## src/rtl/n1_pbus_arb_pkg.sv

```systemverilog
// Shared types for the N1 PBUS two-requester arbiter: FSM state encoding,
// requester index and counter width helper.
package n1_pbus_arb_pkg;

  // Encoding is visible on prb_arb_state_o, so values are fixed.
  typedef enum logic [1:0] {
    ST_IDLE  = 2'd0,
    ST_OWN0  = 2'd1,
    ST_OWN1  = 2'd2,
    ST_ABORT = 2'd3
  } arb_state_e;

  typedef logic req_idx_t;

  localparam req_idx_t REQ0 = 1'b0;
  localparam req_idx_t REQ1 = 1'b1;

  // Bits needed to hold 0..max_val; never narrower than one bit.
  function automatic int unsigned cnt_width(input int unsigned max_val);
    return (max_val < 1) ? 1 : $clog2(max_val + 1);
  endfunction

endpackage

```

## src/rtl/n1_pbus_arb_cnt.sv

```systemverilog
// Outstanding-access counter and response watchdog for the PBUS arbiter.
// clr has priority; inc and dec together leave the count unchanged.
module n1_pbus_arb_cnt
  import n1_pbus_arb_pkg::*;
#(
  parameter int unsigned MAX_OUTST = 3,
  parameter int unsigned TIMEOUT   = 255,
  localparam int unsigned OW = cnt_width(MAX_OUTST),
  localparam int unsigned WW = cnt_width(TIMEOUT)
) (
  input  logic          clk,
  input  logic          rst,
  input  logic          inc,
  input  logic          dec,
  input  logic          clr,
  input  logic          run,
  output logic [OW-1:0] outst,
  output logic          full,
  output logic          expire
);

  logic [WW-1:0] wd;

  always_ff @(posedge clk) begin
    if (rst || clr) begin
      outst <= '0;
      wd    <= '0;
    end else begin
      if (inc && !dec && !full)
        outst <= outst + 1'b1;
      else if (dec && !inc && outst != '0)
        outst <= outst - 1'b1;

      // Saturates at TIMEOUT so expire holds until the FSM reacts.
      if (dec)
        wd <= '0;
      else if (run && outst != '0 && wd != WW'(TIMEOUT))
        wd <= wd + 1'b1;
    end
  end

  assign full   = (outst == OW'(MAX_OUTST));
  assign expire = (TIMEOUT != 0) && (wd == WW'(TIMEOUT));

endmodule

```

## src/rtl/n1_pbus_arb.sv

```systemverilog
// N1 PBUS arbiter: grants the single pipelined Wishbone target to requester 0
// (fetch/memory I/O) or requester 1 (debug/DMA) per bus cycle, with a watchdog.
module n1_pbus_arb
  import n1_pbus_arb_pkg::*;
#(
  parameter int unsigned PBUS_AW   = 14,
  parameter int unsigned PBUS_DW   = 16,
  parameter int unsigned MAX_OUTST = 3,
  parameter int unsigned TIMEOUT   = 255,
  parameter int unsigned RR_EN     = 1
) (
  input  logic                           clk_i,
  input  logic                           sync_rst_i,

  input  logic                           m0_cyc_i,
  input  logic                           m0_stb_i,
  input  logic                           m0_we_i,
  input  logic [PBUS_AW-1:0]             m0_adr_i,
  input  logic [PBUS_DW-1:0]             m0_dat_i,
  output logic                           m0_ack_o,
  output logic                           m0_err_o,
  output logic                           m0_rty_o,
  output logic                           m0_stall_o,

  input  logic                           m1_cyc_i,
  input  logic                           m1_stb_i,
  input  logic                           m1_we_i,
  input  logic [PBUS_AW-1:0]             m1_adr_i,
  input  logic [PBUS_DW-1:0]             m1_dat_i,
  output logic                           m1_ack_o,
  output logic                           m1_err_o,
  output logic                           m1_rty_o,
  output logic                           m1_stall_o,

  output logic                           pbus_cyc_o,
  output logic                           pbus_stb_o,
  output logic                           pbus_we_o,
  output logic [PBUS_AW-1:0]             pbus_adr_o,
  output logic [PBUS_DW-1:0]             pbus_dat_o,
  input  logic                           pbus_ack_i,
  input  logic                           pbus_err_i,
  input  logic                           pbus_rty_i,
  input  logic                           pbus_stall_i,

  output logic [1:0]                     prb_arb_state_o,
  output logic [$clog2(MAX_OUTST+1)-1:0] prb_arb_outst_o
);

  localparam int unsigned OW = $clog2(MAX_OUTST + 1);

  arb_state_e    state;
  req_idx_t      last_grant;
  req_idx_t      owner;
  logic          own;
  logic          own_cyc;
  logic          own_stb;
  logic          oth_cyc;
  logic          grant1;
  logic          rsp;
  logic          full;
  logic          expire;
  logic          inc;
  logic          dec;
  logic          clr;
  logic [OW-1:0] outst;

  assign own = (state == ST_OWN0) || (state == ST_OWN1);
  assign rsp = pbus_ack_i | pbus_err_i | pbus_rty_i;

  // In ABORT the aborted owner has already been latched into last_grant.
  always_comb begin
    owner = REQ0;
    if (state == ST_OWN1)
      owner = REQ1;
    else if (state == ST_ABORT)
      owner = last_grant;
  end

  assign own_cyc = (owner == REQ1) ? m1_cyc_i : m0_cyc_i;
  assign own_stb = (owner == REQ1) ? m1_stb_i : m0_stb_i;
  assign oth_cyc = (owner == REQ1) ? m0_cyc_i : m1_cyc_i;

  always_comb begin
    if (m0_cyc_i && m1_cyc_i)
      grant1 = (RR_EN != 0) && (last_grant == REQ0);
    else
      grant1 = m1_cyc_i;
  end

  always_comb begin
    pbus_cyc_o = 1'b0;
    pbus_stb_o = 1'b0;
    pbus_we_o  = 1'b0;
    pbus_adr_o = '0;
    pbus_dat_o = '0;
    m0_stall_o = 1'b1;
    m0_ack_o   = 1'b0;
    m0_err_o   = 1'b0;
    m0_rty_o   = 1'b0;
    m1_stall_o = 1'b1;
    m1_ack_o   = 1'b0;
    m1_err_o   = 1'b0;
    m1_rty_o   = 1'b0;
    if (own) begin
      pbus_cyc_o = own_cyc;
      pbus_stb_o = own_cyc & own_stb & ~full;
      pbus_we_o  = (owner == REQ1) ? m1_we_i  : m0_we_i;
      pbus_adr_o = (owner == REQ1) ? m1_adr_i : m0_adr_i;
      pbus_dat_o = (owner == REQ1) ? m1_dat_i : m0_dat_i;
      if (owner == REQ1) begin
        m1_stall_o = pbus_stall_i | full;
        m1_ack_o   = pbus_ack_i;
        m1_err_o   = pbus_err_i;
        m1_rty_o   = pbus_rty_i;
      end else begin
        m0_stall_o = pbus_stall_i | full;
        m0_ack_o   = pbus_ack_i;
        m0_err_o   = pbus_err_i;
        m0_rty_o   = pbus_rty_i;
      end
    end else if (state == ST_ABORT) begin
      if (owner == REQ1)
        m1_err_o = 1'b1;
      else
        m0_err_o = 1'b1;
    end
  end

  assign inc = pbus_stb_o & ~pbus_stall_i;
  assign dec = own & rsp;
  assign clr = (own & (~own_cyc | expire)) | (state == ST_ABORT);

  n1_pbus_arb_cnt #(
    .MAX_OUTST (MAX_OUTST),
    .TIMEOUT   (TIMEOUT)
  ) u_cnt (
    .clk    (clk_i),
    .rst    (sync_rst_i),
    .inc    (inc),
    .dec    (dec),
    .clr    (clr),
    .run    (own),
    .outst  (outst),
    .full   (full),
    .expire (expire)
  );

  // Release takes precedence over a watchdog expiry in the same cycle.
  always_ff @(posedge clk_i) begin
    if (sync_rst_i) begin
      state      <= ST_IDLE;
      last_grant <= REQ1;
    end else begin
      case (state)
        ST_IDLE: begin
          if (m0_cyc_i || m1_cyc_i)
            state <= grant1 ? ST_OWN1 : ST_OWN0;
        end
        ST_OWN0, ST_OWN1: begin
          if (!own_cyc) begin
            last_grant <= owner;
            if (oth_cyc)
              state <= (owner == REQ0) ? ST_OWN1 : ST_OWN0;
            else
              state <= ST_IDLE;
          end else if (expire) begin
            last_grant <= owner;
            state      <= ST_ABORT;
          end
        end
        ST_ABORT: state <= ST_IDLE;
        default:  state <= ST_IDLE;
      endcase
    end
  end

  assign prb_arb_state_o = state;
  assign prb_arb_outst_o = outst;

endmodule

```

## config.mk

```make
export PLATFORM = sky130hd
export DESIGN_NAME = n1_pbus_arb
export DESIGN_NICKNAME = d
export VERILOG_FILES = /design/src/rtl/n1_pbus_arb_pkg.sv /design/src/rtl/n1_pbus_arb_cnt.sv /design/src/rtl/n1_pbus_arb.sv
export SDC_FILE = /design/constraint.sdc
export NUM_CORES = 1
export LEC_CHECK = 0
export CAP_MARGIN = 20
export CORE_MARGIN = 8
export CORE_UTILIZATION = 28
export DETAILED_ROUTE_END_ITERATION = 7
export PLACE_DENSITY = 0.66
export SYNTH_ARGS = -nofsm -noshare
export SYNTH_HDL_FRONTEND = slang
export SYNTH_HIERARCHICAL = 1
export SYNTH_SLANG_ARGS = --single-unit
```

## constraint.sdc

```tcl
create_clock -name clk_i -period 6.17 [get_ports clk_i]
set_input_delay 1.5425 -clock clk_i [delete_from_list [all_inputs] [get_ports clk_i]]
set_output_delay 1.5425 -clock clk_i [all_outputs]
set_load 0.03 [all_outputs]
```

==> qor.yml <==
cts_max_level: 1
met1_usage_pct: 20.04
clock_cell_area_share_pct: 1.645
fillerInstances: 531
postSynthAreaPerCell_um2: 6.701
worstPathRequired_ns: 4.63
crit_type: "in -> out"
skew_ns: 0.001362
largest_register: "u_cnt/wd"
finalCriticalPeriod_ns: 4.922
worstPathMaxFanout: 8
worstHoldPathCells: 2
grt_max_degree: 51
vdd_drop_max_mv: 0.1541
cts_buffer_depth: 2
die_area_um2: 7989
power_leader: "combinational cells"
status: "complete, no violations"
clockPowerShare_pct: 7.4
openroad.warnings: 29
cts_tree: "yes"
whs_ns: 0.4819
drtPass1Iterations: 4
pg_comb_uw: 850
most-common-layout-cells: "116 x clkdlybuf4s50_1, 73 x nand2_1, 31 x a21boi_0, 13 x dfxtp_1, 9 x o21ai_0"
holdPathEnd: "u_cnt/wd[6]"
grt_pass1_vias: 1731
cts-root-buf: "clkbuf_8"
topCellsByArea: "nand2_1 18%, dfxtp_1 17%, a21boi_0 15%"
seq-power_uw: 103
fin_area_um2: 2738
first_iter_violations: 76
taps: 70
top_cell: "nand2_1"
p_sw_uw: 536.6
cts_resized: 0
crit_path_start: "m0_cyc_i"
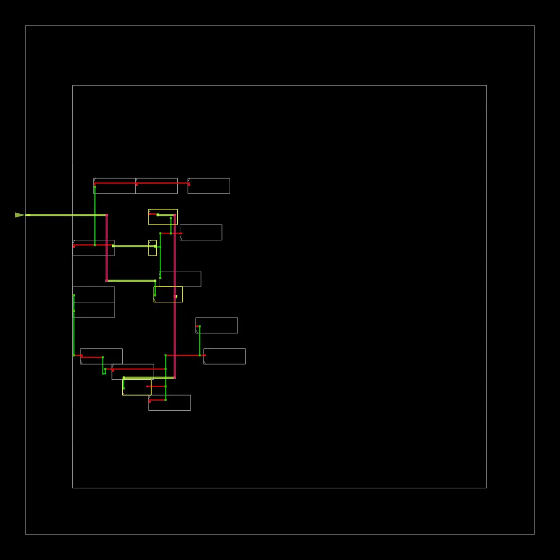
*Clock nets*
Late-Pin Clk Latency: 0.24 ns
Num CTS Buffers: 3
seq_cells: 13

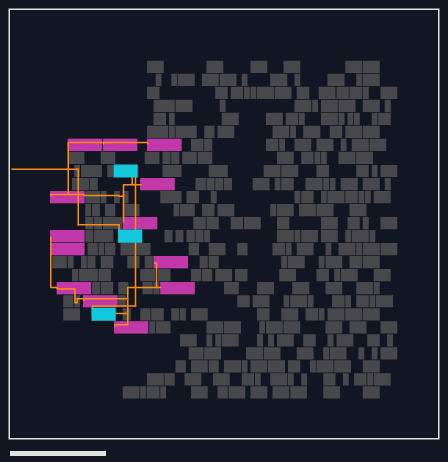
*Clock network drawn from the DEF*
The bar under the picture is 20 um long.
Magenta is flip-flops, count 13. Orange is clock wires, length 197 um. Cyan is clock-net drivers, count 3.
Position of the flops: middle left. There are 4 routed clock nets.

